===== src/rtl/mips_pkg.sv =====
// Shared MIPS core definitions: field widths, opcode/funct encodings, reset values
// and the instruction-class decode used by the D-stage branch resolver.
package mips_pkg;

   localparam int unsigned XLEN  = 32;
   localparam int unsigned REG_W = 5;
   localparam int unsigned OP_W  = 6;
   localparam int unsigned IMM_W = 16;
   localparam int unsigned TGT_W = 26;

   localparam logic [OP_W-1:0] OP_SPECIAL = 6'b000000;
   localparam logic [OP_W-1:0] OP_J       = 6'b000010;
   localparam logic [OP_W-1:0] OP_JAL     = 6'b000011;
   localparam logic [OP_W-1:0] OP_BEQ     = 6'b000100;
   localparam logic [OP_W-1:0] OP_BNE     = 6'b000101;
   localparam logic [OP_W-1:0] FN_JR      = 6'b001000;

   localparam logic [XLEN-1:0] NOP_WORD    = 32'h0000_0000;
   localparam logic [XLEN-1:0] IM_RESET_PC = 32'h0000_3000;

   // Control-transfer class of the instruction sitting in D.
   typedef enum logic [2:0] {
      CTL_NONE,
      CTL_BEQ,
      CTL_BNE,
      CTL_JUMP,
      CTL_JR
   } ctl_e;

   // I-type view of an instruction word; funct overlaps imm[5:0] for R-type.
   typedef struct packed {
      logic [OP_W-1:0]  op;
      logic [REG_W-1:0] rs;
      logic [REG_W-1:0] rt;
      logic [IMM_W-1:0] imm;
   } itype_t;

   function automatic ctl_e classify(input logic [XLEN-1:0] ins);
      itype_t f;
      ctl_e   c;
      f = itype_t'(ins);
      c = CTL_NONE;
      unique case (f.op)
         OP_BEQ:     c = CTL_BEQ;
         OP_BNE:     c = CTL_BNE;
         OP_J,
         OP_JAL:     c = CTL_JUMP;
         OP_SPECIAL: c = (f.imm[OP_W-1:0] == FN_JR) ? CTL_JR : CTL_NONE;
         default:    c = CTL_NONE;
      endcase
      return c;
   endfunction

   // Word-aligned, sign-extended branch displacement.
   function automatic logic [XLEN-1:0] branch_offset(input logic [IMM_W-1:0] imm);
      return {{(XLEN-IMM_W-2){imm[IMM_W-1]}}, imm, 2'b00};
   endfunction

endpackage


===== src/rtl/br_unit.sv =====
// Combinational beq/bne/j/jal/jr resolution for the instruction held in D.
// DnPC falls back to the sequential PC whenever nothing is taken.
module br_unit
   import mips_pkg::*;
(
   input  logic [XLEN-1:0] D_ins,
   input  logic [XLEN-1:0] D_PC,
   input  logic [XLEN-1:0] D_rs_val,
   input  logic [XLEN-1:0] D_rt_val,
   output logic            branch,
   output logic [XLEN-1:0] DnPC
);

   ctl_e            ctl;
   logic [XLEN-1:0] pc4;
   logic [XLEN-1:0] br_tgt;
   logic [XLEN-1:0] j_tgt;
   logic            ops_eq;

   always_comb begin
      ctl    = classify(D_ins);
      pc4    = D_PC + XLEN'(4);
      br_tgt = pc4 + branch_offset(D_ins[IMM_W-1:0]);
      j_tgt  = {pc4[XLEN-1:TGT_W+2], D_ins[TGT_W-1:0], 2'b00};
      ops_eq = (D_rs_val == D_rt_val);
   end

   // Taken decision and target select; defaults give the fall-through PC.
   always_comb begin
      branch = 1'b0;
      DnPC   = pc4;
      unique case (ctl)
         CTL_BEQ: begin
            if (ops_eq) begin
               branch = 1'b1;
               DnPC   = br_tgt;
            end
         end
         CTL_BNE: begin
            if (!ops_eq) begin
               branch = 1'b1;
               DnPC   = br_tgt;
            end
         end
         CTL_JUMP: begin
            branch = 1'b1;
            DnPC   = j_tgt;
         end
         CTL_JR: begin
            branch = 1'b1;
            DnPC   = D_rs_val;
         end
         default: begin
            branch = 1'b0;
            DnPC   = pc4;
         end
      endcase
   end

endmodule


===== src/rtl/fd_decode.sv =====
// F/D pipeline register with register-field slicing and D-stage branch resolution.
// Reset loads a nop bubble; stall holds the captured instruction and PC.
module fd_decode
   import mips_pkg::*;
#(
   parameter logic [31:0] RESET_PC = 32'h0000_0000
) (
   input  logic                  clk,
   input  logic                  reset,
   input  logic                  stall,
   input  logic [XLEN-1:0]       F_ins,
   input  logic [XLEN-1:0]       F_PC,
   input  logic [XLEN-1:0]       D_rs_val,
   input  logic [XLEN-1:0]       D_rt_val,
   output logic [XLEN-1:0]       D_ins,
   output logic [XLEN-1:0]       D_PC,
   output logic [REG_W-1:0]      D_rs,
   output logic [REG_W-1:0]      D_rt,
   output logic [XLEN-1:0]       D_link,
   output logic                  branch,
   output logic [XLEN-1:0]       DnPC
);

   itype_t fields;

   // Reset outranks stall so a stalled pipe can still be flushed to a bubble.
   always_ff @(posedge clk) begin
      if (reset) begin
         D_ins <= NOP_WORD;
         D_PC  <= RESET_PC;
      end else if (!stall) begin
         D_ins <= F_ins;
         D_PC  <= F_PC;
      end
   end

   always_comb begin
      fields = itype_t'(D_ins);
      D_rs   = fields.rs;
      D_rt   = fields.rt;
      D_link = D_PC + XLEN'(8);
   end

   br_unit u_br_unit (
      .D_ins    (D_ins),
      .D_PC     (D_PC),
      .D_rs_val (D_rs_val),
      .D_rt_val (D_rt_val),
      .branch   (branch),
      .DnPC     (DnPC)
   );

endmodule


===== config.mk =====
export PLATFORM = sky130hd
export DESIGN_NAME = fd_decode
export DESIGN_NICKNAME = d
export VERILOG_FILES = /design/src/rtl/mips_pkg.sv /design/src/rtl/br_unit.sv /design/src/rtl/fd_decode.sv
export SDC_FILE = /design/constraint.sdc
export NUM_CORES = 1
export LEC_CHECK = 0
export CORE_ASPECT_RATIO = 1.25
export CORE_MARGIN = 2
export CORE_UTILIZATION = 42
export CTS_BUF_LIST = sky130_fd_sc_hd__clkbuf_8 sky130_fd_sc_hd__clkbuf_16
export CTS_CLUSTER_SIZE = 24
export DETAILED_ROUTE_END_ITERATION = 10
export PLACE_DENSITY = 0.81
export SYNTH_ARGS = -nofsm -noshare
export SYNTH_HDL_FRONTEND = slang
export SYNTH_SLANG_ARGS = --single-unit

===== constraint.sdc =====
create_clock -name clk -period 4.5 [get_ports clk]
set_input_delay 0.45 -clock clk [delete_from_list [all_inputs] [get_ports clk]]
set_output_delay 0.45 -clock clk [all_outputs]
set_load 0.005 [all_outputs]

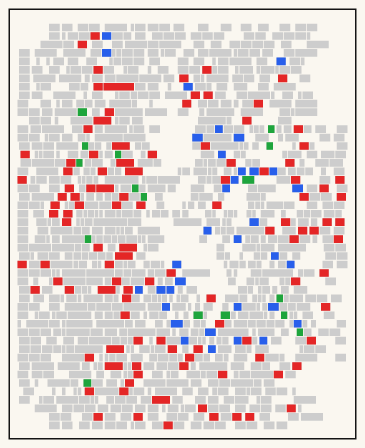
Figure 1: run 1, logic cells by family.
- XOR/XNOR gates: red (cells 110; where spread over the die)
- AND and OR gates: green (cells 16)
- AND-OR and OR-AND gates: blue (cells 34)
combinational share of cell area: 47.5%
most frequent logic cell in the layout: clkdlybuf4s50_1
final non-filler cell total: 1,230

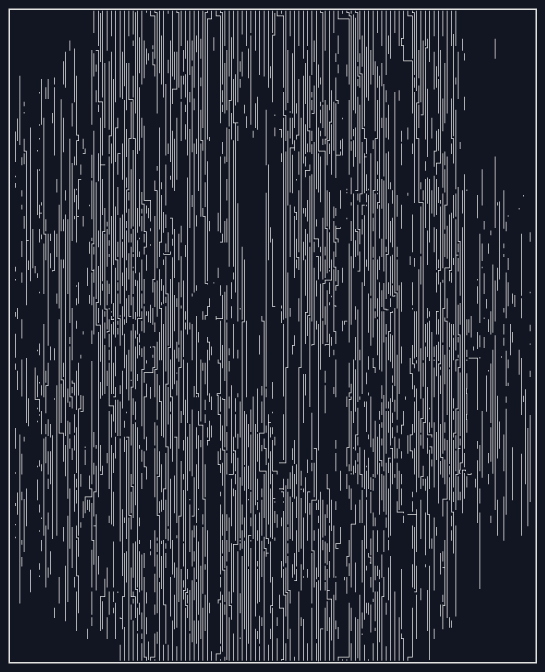
Figure 2: run 1, M2 wires.
- share of all routed wire: 50%
- wire length on this layer: 12,700 µm
- nets with wire on the layer: 1,074
- main direction: vertical
met2 usage: 56.7%
vias: 7,076

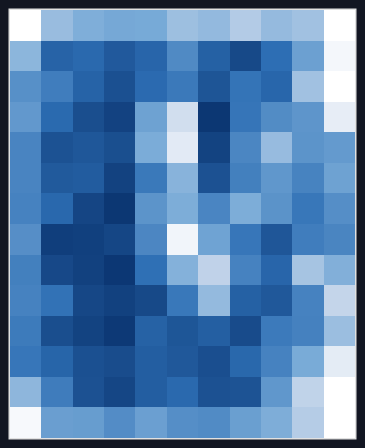
Figure 3: run 1, cell density map.
11 x 14 tiles, from white (low) to dark blue (high), 0 to 100% covered.
- tiles over 75% full: 39%
- mean over tiles: 64%
- nearly empty tiles: 3.2%
Core Region: 13,900 µm²
final core area utilization: 71.8%
FP Util: 43.2%

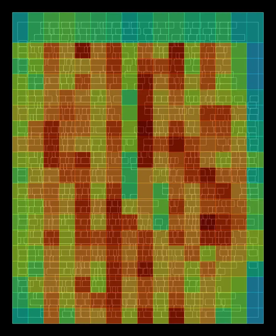
Figure 4: run 1, track usage over the die.
GR Util met3: 7.61%
GRT Overall Usage: 31.6%
routed len/inst: 20.8 µm
GRT Max-Usage Layer: met2
grt met1 use: 35.7%

==> run 1: area by class of cell <==
| type | instances | area share, % |
|---|---|---|
| multi-input combinational | 608 | 47.5 |
| timing repair buffer | 354 | 33.6 |
| sequential | 64 | 12.9 |
| clock buffer | 10 | 2.40 |
| tap | 175 | 2.20 |
| clock inverter | 6 | 0.905 |
| inverter | 13 | 0.490 |
==> run 1: state kept, by name, summed over array words and instances, names as in the netlist <==
signal	cells
D_PC	32
D_ins	32
==> run 1: logic make-up after synthesis <==
logic type | Yosys count | synth area share [%]
xor gates and xnor gates | 110 | 16.1
and+or+nand+nor | 245 | 19.7
DFF | 64 | 21.4
adders and majority gates | 38 | 8.06
buffers and inverters | 74 | 5.80
muxes | 65 | 10.9
AOI/OAI and AO/OA | 150 | 18.1
==> run 1: layer usage <==
metal | track usage, % | vias to the layer above | wire, µm
met4 | 14.5 | 2 | 1070
li1 | - | 3322 | -
met5 | 0 | - | 14
met1 | 35.7 | 3344 | 9730
met3 | 7.61 | 70 | 2040
met2 | 56.7 | 338 | 12700
==> run 1: where the power goes <==
group	total (µW)	switching [µW]	internal (µW)
Sequential	654	53.1	601
Clock	789	286	502
Combinational	769	335	434
==> run 1: cells in the mapped netlist, types with 2 or more instances <==
library cell / count
nand3_1: 26
or3_1: 2
buf_4: 14
o21ai_1: 4
a211o_1: 2
a222oi_1: 19
o21a_1: 4
nor2b_1: 3
nand2_1: 39
a22o_1: 5
o311ai_0: 2
o21bai_1: 3
nor3_1: 12
o31ai_1: 5
ha_1: 37
a21boi_0: 3
o211a_1: 2
nand2b_1: 4
xnor2_1: 42
nand4_1: 23
inv_1: 12
buf_2: 7
and4_1: 3
nor4_1: 14
a21oi_1: 21
o21ai_0: 33
a21o_1: 15
clkbuf_1: 34
nand3b_1: 2
dfxtp_1: 64
mux2i_1: 64
a22oi_1: 8
buf_1: 4
a221o_1: 4
a31oi_1: 6
and3_1: 8
xor2_1: 68
and2_1: 2
a211oi_1: 6
nor2_1: 99
==> run 1: timing repair <==
action                                  CTS  global route
buffers inserted                          5            10
endpoints found under the setup margin   14            15
gates resized                            25            59
hold buffers                              0             0
pin swaps                                 8            26
==> run 1: final timing paths <==
| kind | cells past startpoint | end | from |
|---|---|---|---|
| setup reg to reg | 2 | D_ins[15] | D_ins[15] |
| setup / recovery | 16 | DnPC[30] | D_PC[17] |
| hold reg to reg | 2 | D_ins[30] | D_ins[30] |
| hold / removal | 2 | D_ins[30] | D_ins[30] |
==> run 1: worst register-to-register path, cell delays in order, from the launching register on <==
cell	delay [ns]
dfxtp_1	1.07
mux2i_1	0.18
nor2_1	0.13
==> run 1: metrics by stage <==
step                      power (µW)  instances
final                           2210       1230
after CTS                       2180       1220
after floorplan                  971        746
after global placement          1380       1199
after detailed placement        1390       1199
after global routing            2300       1230
==> impl_metrics.ini, run 1 <==
; generated from flow reports
[timing]
finalSetupViolCount = 0
fin_worst_skew_ns = 0
tns_ns = 0
min_period_ns = 4.46
fmax_ghz = 0.224
layout_setup_ws_ns = 0.0404
whs_ns = 0.557
slew_violations = 0
worst_pin_slew_ns = 1.13
relSlewSlack_pct = 24.4
hold_violations = 0

[synth]
ys_seq_share_pct = 21.4
ys.flops = 64
yosys_warnings = 0
synth_cell_types = 61
synthCells = 746
synthTopCellsByArea = dfxtp_1 (21%), mux2i_1 (11%), xor2_1 (9.9%)
yosys_cells = 746
syn_area_per_cell_um2 = 8.03
fp_nets = 915
synth_top_area_share_pct = 21.4
edf_count = 0
synth_area_um2 = 5990
async_flop_share_pct = 0
flop_cell = dfxtp_1

[clock_tree]
clk_pin_slew_ns = 0.06
clk_latency_ns = 0.33
clock_sinks = 64
cts_root_buf = clkbuf_16
htreeDepth = 3
cts_buffer_depth = 2

[setup_path]
regToRegSetupSlack_ns = 3.06
cp_slowest_cell = clkdlybuf4s50_1
cp.required_ns = 4.05
crit_arrival_ns = 4.01
crit_buf_inv = 2
startpoint_type = flop
crit_family = AND-OR/OR-AND gates
crit_fanout = 6
worst_setup_path_end_kind = output pin
critical_path.max_stage_delay_ns = 0.45

[layout]
fillCellCount = 1044
layout-drive-gt1-share_pct = 15.9
mi_logic_area_um2 = 4730
stdcell_area_um2 = 9950
fin_nets = 1219
regArea_um2 = 1290
diodes = 0

[flow_run]
drv_cap = 0
warnings = 34

[floorplan]
die_h_um = 138
io-pin-count = 270
row_count = 48
dieArea_um2 = 15200
fp.dieW_um = 111

[power]
peakVddDrop_mv = 0.231
p_leak_uw = 0.00433

[status]
outcome = complete, no violations

[global_routing]
grt-ovfl-total = 0
grt_pass1_wl_um = 38000
grt_pass1_vias = 7029
grt_max_degree = 65

[placement]
gp_congestion = 0.953
io_buffers = 269
dp_hpwl_um = 19700
placed_area_um2 = 9120
place_ws_ns = -0.0690

[hold_path]
hp-class = reg -> reg

[route]
drt_first_iter_violations = 486
via_per_inst = 5.75
drt_wl_total_um = 25600
dr.pass1.iters = 6
drc = 0
ant_nets = 0
Figure 5. Signal wires by layer (run 1).
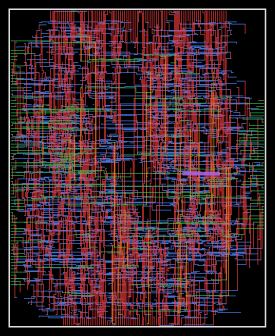

==> inputs of run 2 (changes only) <==
==> constraint.sdc (replaced) <==
create_clock -name clk -period 4.9 [get_ports clk]
set_input_delay 0.49 -clock clk [delete_from_list [all_inputs] [get_ports clk]]
set_output_delay 0.49 -clock clk [all_outputs]
set_load 0.005 [all_outputs]
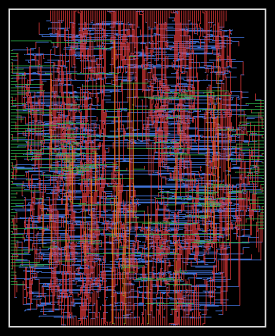
Figure 6: run 2, signal wires by layer.
- metal 2: red (wire length 12,200 µm)
- metal 1: blue (wire length 9,600 µm)
- metal 3: green (wire length 1,940 µm)
- metal 4: orange (wire length 1,010 µm)
GRT Overall Usage: 31.2%
vias: 6,804

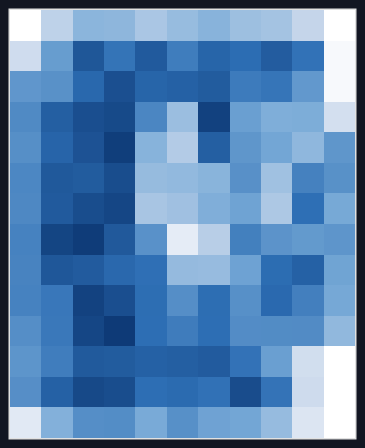
Figure 7: run 2, cell density map.
11 x 14 tiles, from white (low) to dark blue (high), 0 to 100% covered.
- tiles over 75% full: 33%
- fullest tile: 96%
- densest ninth of the die: west
- nearly empty tiles: 3.2%
- mean over tiles: 60%
final core area utilization: 68.0%

==> impl_metrics.ini, run 2 <==
; generated from flow reports
[status]
outcome = complete, no violations

[clock_tree]
htreeDepth = 3
clk_pin_slew_ns = 0.06
cts_root_buf = clkbuf_16
cts_buffer_depth = 2
numCtsBuffers = 9
clk_latency_ns = 0.33
clock_sinks = 64
cts_tree = done

[route]
ant_nets = 0
via_per_inst = 5.76
drt_wl_total_um = 24700
drt_first_iter_violations = 422
drc = 0
dr.pass1.iters = 6
wl_per_cell_um = 20.9

[setup_path]
cp_common_cell = o21ai_0
critical_path.max_stage_delay_ns = 0.53
crit_fanout = 7
setup.worst_path.start = D_PC[3]
worst_setup_path_end_kind = output pin
crit_chain = ha_2 > nand4_1 > nor2_2 > nand3_4 > nor2_4 > xor2_1 > ha_1 > buf_4 > a211oi_1 > o31ai_1 > a21o_1 > a21oi_1 > o21ai_0 > xnor2_1 > o21ai_0 > clkdlybuf4s50_1
cp.required_ns = 4.41
crit_type = reg -> out
startpoint_type = flop
cp_slowest_cell = clkdlybuf4s50_1
rr_startpoint = D_ins[15]
crit_arrival_ns = 4.26

[floorplan]
die_h_um = 138
fp.dieW_um = 111
fp_util_pct = 43.2
dieArea_um2 = 15200
io-pin-count = 270
row_count = 48
coreArea_um2 = 13900

[placement]
placed_cells = 1162
dp_hpwl_um = 19600
gp_congestion = 1.01
placed_area_um2 = 8860
io_buffers = 269
place_ws_ns = 0.229

[power]
p_leak_uw = 0.00401
finalPower_uw = 1990
power_density_nw_per_um2 = 211
peakVddDrop_mv = 0.157

[synth]
ys_seq_share_pct = 21.4
top_cells_by_count = nor2_1 (99), xor2_1 (68), dfxtp_1 (64), mux2i_1 (64), xnor2_1 (42)
synth_area_um2 = 5990
ys.flops = 64
yosys_cells = 746
post-synth-top-area-cell = dfxtp_1
synthCells = 746
synthMostInstantiatedCell = nor2_1
fp_nets = 915
async_flop_share_pct = 0
flop_cell = dfxtp_1
syn_area_per_cell_um2 = 8.03
synth_cell_types = 61
synth_top_area_share_pct = 21.4
synthTopCellsByArea = dfxtp_1 (21%), mux2i_1 (11%), xor2_1 (9.9%)
ys_chip_area_um2 = 5990
yosys_warnings = 0
edf_count = 0

[global_routing]
grt-ovfl-total = 0
grt_antenna_before_repair = 0
grt_pass1_wl_um = 37100
grt_pass1_vias = 6723
grt_max_degree = 65

[flow_run]
drv_cap = 0
warnings = 34

[timing]
rsz0062_at_grt = true
min_period_ns = 4.75
worst_pin_slew_ns = 1.22
relSlewSlack_pct = 18.4
whs_ns = 0.562
slew_violations = 0
fmax_ghz = 0.211
hold_violations = 0
fin_worst_skew_ns = 0
layout_setup_ws_ns = 0.152
finalSetupViolCount = 0

[layout]
layout-drive-gt1-share_pct = 9.83
diodes = 0
fin_nets = 1171
syn_to_final_growth_pct = 57.4
top_regs = D_PC: 32 flops, D_ins: 32 flops
stdcell_area_um2 = 9430
final_cell_mix = clkdlybuf4s50_1 (267), nor2_1 (94), xor2_1 (66)
finalNonFillerCells = 1182
final_common_cell = clkdlybuf4s50_1

[hold_path]
hp-class = reg -> reg
min_from = D_PC[1]
-- run 2: repair_timing --
action                                  4_1_cts  5_1_grt
endpoints found under the setup margin        3       13
gates resized                                 9       36
pin swaps                                     0       10
gates cloned                                  0        0
setup buffers                                 0        4
hold buffers                                  0        0
-- run 2: through the flow --
step / util [%] / setup TNS [ns]
CTS: 66.6 / -0.00272
global placement: 63.9 / 0
finish: 68.0 / 0
floorplan: - / 0
global route: 68.0 / -0.0735
detailed placement: 63.9 / 0
-- run 2: layer usage --
| metal | vias to the layer above | global-route usage [%] | part of all wire [%] |
|---|---|---|---|
| met5 | - | 0 | 0 |
| met4 | 0 | 12.6 | 4.1 |
| met3 | 59 | 7.57 | 7.8 |
| met2 | 363 | 55.1 | 49 |
| met1 | 3160 | 36.4 | 39 |
| li1 | 3222 | - | - |
-- run 2: where the power goes --
group	switching [µW]	internal, µW
sequential	49.9	552
combinational	292	375
clock	262	461
total	604	1390
-- run 2: area by class of cell --
cell class / instances / area (µm²)
clock inverters: 6 / 90.1
inverters: 13 / 48.8
multi-input cells: 608 / 4570
repair buffers: 306 / 2980
flip-flops and latches: 64 / 1280
clock buffers: 10 / 239
fillers: 1123 / 4440
well taps: 175 / 219
-- run 2: worst max-delay path, delay by kind of cell, from the launching register on --
kind | cells | cell delay, ns
AOI/OAI and AO/OA | 6 | 1.08
xor gates and xnor gates | 2 | 0.47
adders and majority gates | 2 | 0.54
buffers and inverters | 2 | 0.69
DFF | 1 | 0.39
and+or+nand+nor | 4 | 0.74
-- run 2: path summary, 6_finish.rpt --
kind	end	slack [ns]	cells past startpoint
min	D_PC[1]	0.56	2
min reg2reg	D_PC[1]	0.56	2
max	DnPC[28]	0.15	16
max reg2reg	D_ins[15]	3.53	2
-- run 2: logic make-up after synthesis --
family / Yosys count / share of synthesized area, %
AOI/OAI and AO/OA: 150 / 18.1
xor gates and xnor gates: 110 / 16.1
adders and majority gates: 38 / 8.06
buffers and inverters: 74 / 5.80
DFF: 64 / 21.4
muxes: 65 / 10.9
and+or+nand+nor: 245 / 19.7
Figure 8. M2 wires (run 2).
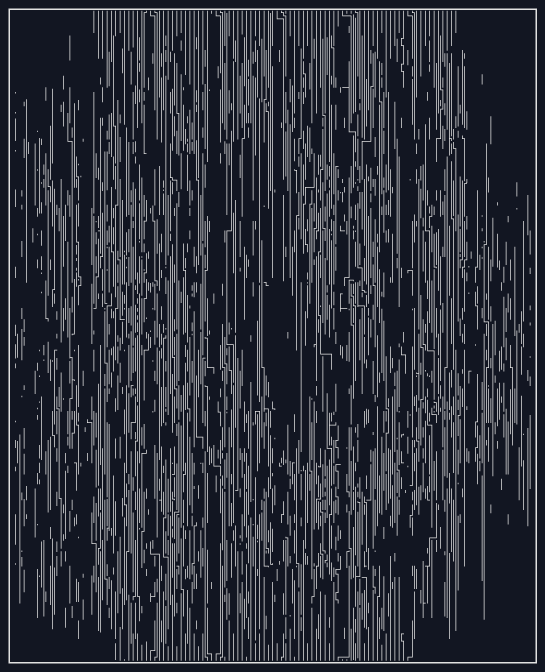

==> inputs of run 3 (changes only) <==
--- a/config.mk
+++ b/config.mk
@@ -11,7 +11,7 @@
 export CTS_BUF_LIST = sky130_fd_sc_hd__clkbuf_8 sky130_fd_sc_hd__clkbuf_16
 export CTS_CLUSTER_SIZE = 24
 export DETAILED_ROUTE_END_ITERATION = 10
-export PLACE_DENSITY = 0.81
+export DONT_BUFFER_PORTS = 1
 export SYNTH_ARGS = -nofsm -noshare
 export SYNTH_HDL_FRONTEND = slang
 export SYNTH_SLANG_ARGS = --single-unit
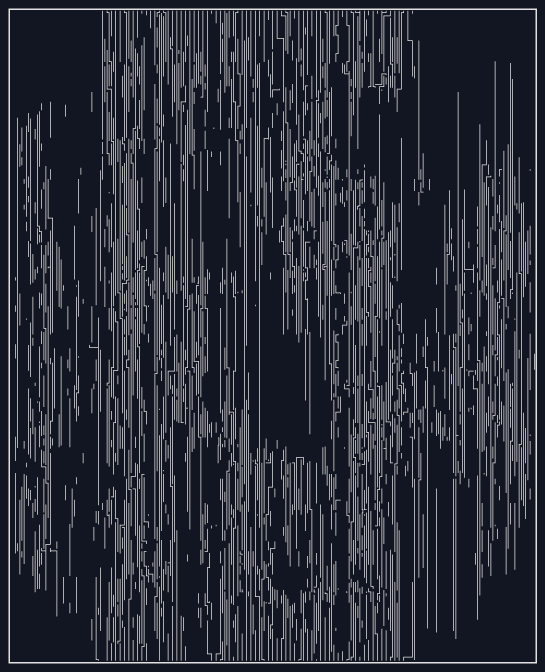
Figure 9: run 3, M2 wires.
- nets with wire on the layer: 767
- wire length on this layer: 11,400 µm
- share of all routed wire: 51%
vias: 5,723
met2 usage: 51.6%

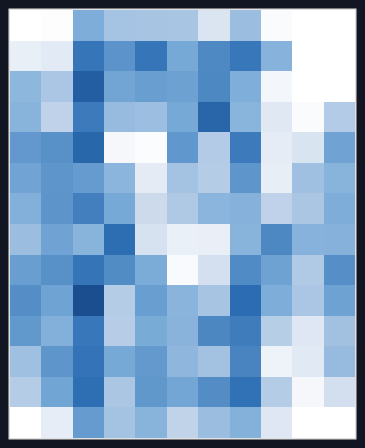
Figure 10: run 3, cell density map.
11 x 14 tiles, from white (low) to dark blue (high), 0 to 100% covered.
final core area utilization: 46.2%

==> impl_metrics.ini, run 3 <==
; generated from flow reports
[synth]
ys_seq_share_pct = 21.4
ys.flops = 64
synthTopCellsByArea = dfxtp_1 (21%), mux2i_1 (11%), xor2_1 (9.9%)
synth_area_um2 = 5990
synth_cell_types = 61
synth_top_area_share_pct = 21.4
async_flop_share_pct = 0
yosys_cells = 746
post-synth-top-area-cell = dfxtp_1
top_cells_by_count = nor2_1 (99), xor2_1 (68), dfxtp_1 (64), mux2i_1 (64), xnor2_1 (42)
synthCells = 746
synthMostInstantiatedCell = nor2_1
syn_area_per_cell_um2 = 8.03
yosys_warnings = 0
flop_cell = dfxtp_1
ys_chip_area_um2 = 5990
fp_nets = 915
edf_count = 0

[timing]
finalCritPeriodShare_pct = 95.0
relSlewSlack_pct = 35.4
worst_pin_slew_ns = 0.967
finalSetupViolCount = 0
min_period_ns = 4.66
rsz0062_at_grt = true
fmax_ghz = 0.215
fin_worst_skew_ns = 0
slew_violations = 0
whs_ns = 0.212
tns_ns = 0
hold_violations = 0

[setup_path]
endpoint = DnPC[21]
regToRegSetupSlack_ns = 3.60
crit_fanout = 7
crit_arrival_ns = 4.17
rr_startpoint = D_ins[15]
crit_type = reg -> out
worst_setup_path_end_kind = output pin
r2r_cells = 2
r2r-end = D_ins[15]
cp.required_ns = 4.41
setup.worst_path.start = D_PC[9]
startpoint_type = flop

[hold_path]
min_from = reset
hp-class = in -> reg

[clock_tree]
cts_buffer_depth = 2
holdBufCountCts = 0
numCtsBuffers = 9
clk_pin_slew_ns = 0.06
cts_tree = done
clock_sinks = 64
cts_root_buf = clkbuf_16
htreeDepth = 3
clk_latency_ns = 0.35

[layout]
fillCellCount = 1404
diodes = 0
stdcell_area_um2 = 6410
final_cell_mix = nor2_1 (97), xor2_1 (68), mux2i_1 (64)
fin_nets = 881
syn_to_final_growth_pct = 6.95
final_common_cell = nor2_1
top_regs = D_PC: 32 flops, D_ins: 32 flops
layout-drive-gt1-share_pct = 7.39

[floorplan]
fp.dieW_um = 111
die_h_um = 138
io-pin-count = 270
dieArea_um2 = 15200
fp_util_pct = 43.2
coreArea_um2 = 13900
row_count = 48

[route]
ant_nets = 0
drc = 0
drt_first_iter_violations = 513
wl_per_cell_um = 25.2
via_per_inst = 6.42
dr.pass1.iters = 6
drt_wl_total_um = 22500

[power]
finalPower_uw = 1650
p_switching_uw = 523
p_sw_share_pct = 31.7
power_density_nw_per_um2 = 257
peakVddDrop_mv = 0.232
power.internal_uw = 1130
power_frac_clock_pct = 41.7
p_leak_uw = 0.00285
power.share.combinational_pct = 21.0
p_seq_share_pct = 37.3

[global_routing]
grt_max_degree = 65
grt-ovfl-total = 0
grt_pass1_vias = 5554
grt_pass1_wl_um = 32900
grt_usage_pct = 28.1
grt_antenna_before_repair = 0

[placement]
gp_congestion = 0.941
io_buffers = 0
placed_area_um2 = 6030
dp_hpwl_um = 17900

[status]
outcome = complete, no violations

[flow_run]
drv_cap = 0
warnings = 33
-- run 3: cell counts after synthesis --
No cell type changed its count.
-- run 3: through the flow --
stage	setup WS (ns)	cells
after floorplan	0.942	746
after global placement	0.472	875
after detailed placement	0.500	875
after CTS	0.102	891
after global routing	0.00123	892
final	0.244	892
-- run 3: final cells by class --
class / count / area (µm²) / share of cell area (%)
Clock inverter: 5 / 62.6 / 0.976
Multi-Input combinational cell: 608 / 4420 / 68.9
Sequential cell: 64 / 1290 / 20.1
Timing Repair Buffer: 16 / 120 / 1.87
Inverter: 13 / 48.8 / 0.761
Tap cell: 175 / 219 / 3.42
Clock buffer: 11 / 253 / 3.94
-- run 3: worst min path at each step --
stage	to	slack, ns	cells after the start
2_1_floorplan	D_ins[28]	0.53	2
3_3_place_gp	D_ins[29]	0.56	2
3_5_place_dp	D_ins[31]	0.56	2
4_1_cts	D_ins[29]	0.20	1
5_1_grt	D_PC[30]	0.19	1
6_report	D_PC[30]	0.21	1
-- run 3: critical path, cell delays in order, from the launching register on --
cell	delay (ns)
dfxtp_1	0.46
and3_1	0.30
nand3_1	0.14
nor2_2	0.18
nand3_2	0.17
xnor2_1	0.39
ha_1	0.32
a21oi_1	0.12
a21boi_0	0.52
inv_1	0.20
a31oi_1	0.34
a21oi_1	0.17
o21ai_0	0.23
xnor2_1	0.10
o21ai_1	0.19
-- run 3: cells by family after synthesis --
logic type	synth area share [%]
compound gates	18.1
xor+xnor	16.1
fa+ha+maj	8.06
buf+inv	5.80
flops	21.4
mux	10.9
simple gates	19.7
-- run 3: power by group through the flow --
| stage | sequential (µW) | clock [µW] | combinational [µW] |
|---|---|---|---|
| floorplan | 597 | 0 | 295 |
| global placement | 624 | 0 | 338 |
| detailed placement | 626 | 0 | 341 |
| CTS | 614 | 695 | 342 |
| global route | 622 | 722 | 377 |
| finish | 615 | 687 | 346 |
-- run 3: metal layers --
layer / track usage [%] / vias to the layer above / part of all wire [%]
met5: 0 / - / 0
met4: 10.5 / 0 / 3.1
met3: 6.95 / 38 / 7.8
met2: 51.6 / 317 / 51
met1: 31.7 / 2739 / 38
li1: - / 2629 / -
-- run 3: timing repair --
| action | CTS | global route |
|---|---|---|
| gates resized | 0 | 15 |
| endpoints found under the setup margin | 0 | 5 |
| buffers inserted | 0 | 1 |
Power figures rest on the tool's default switching activity, not on a simulated workload.
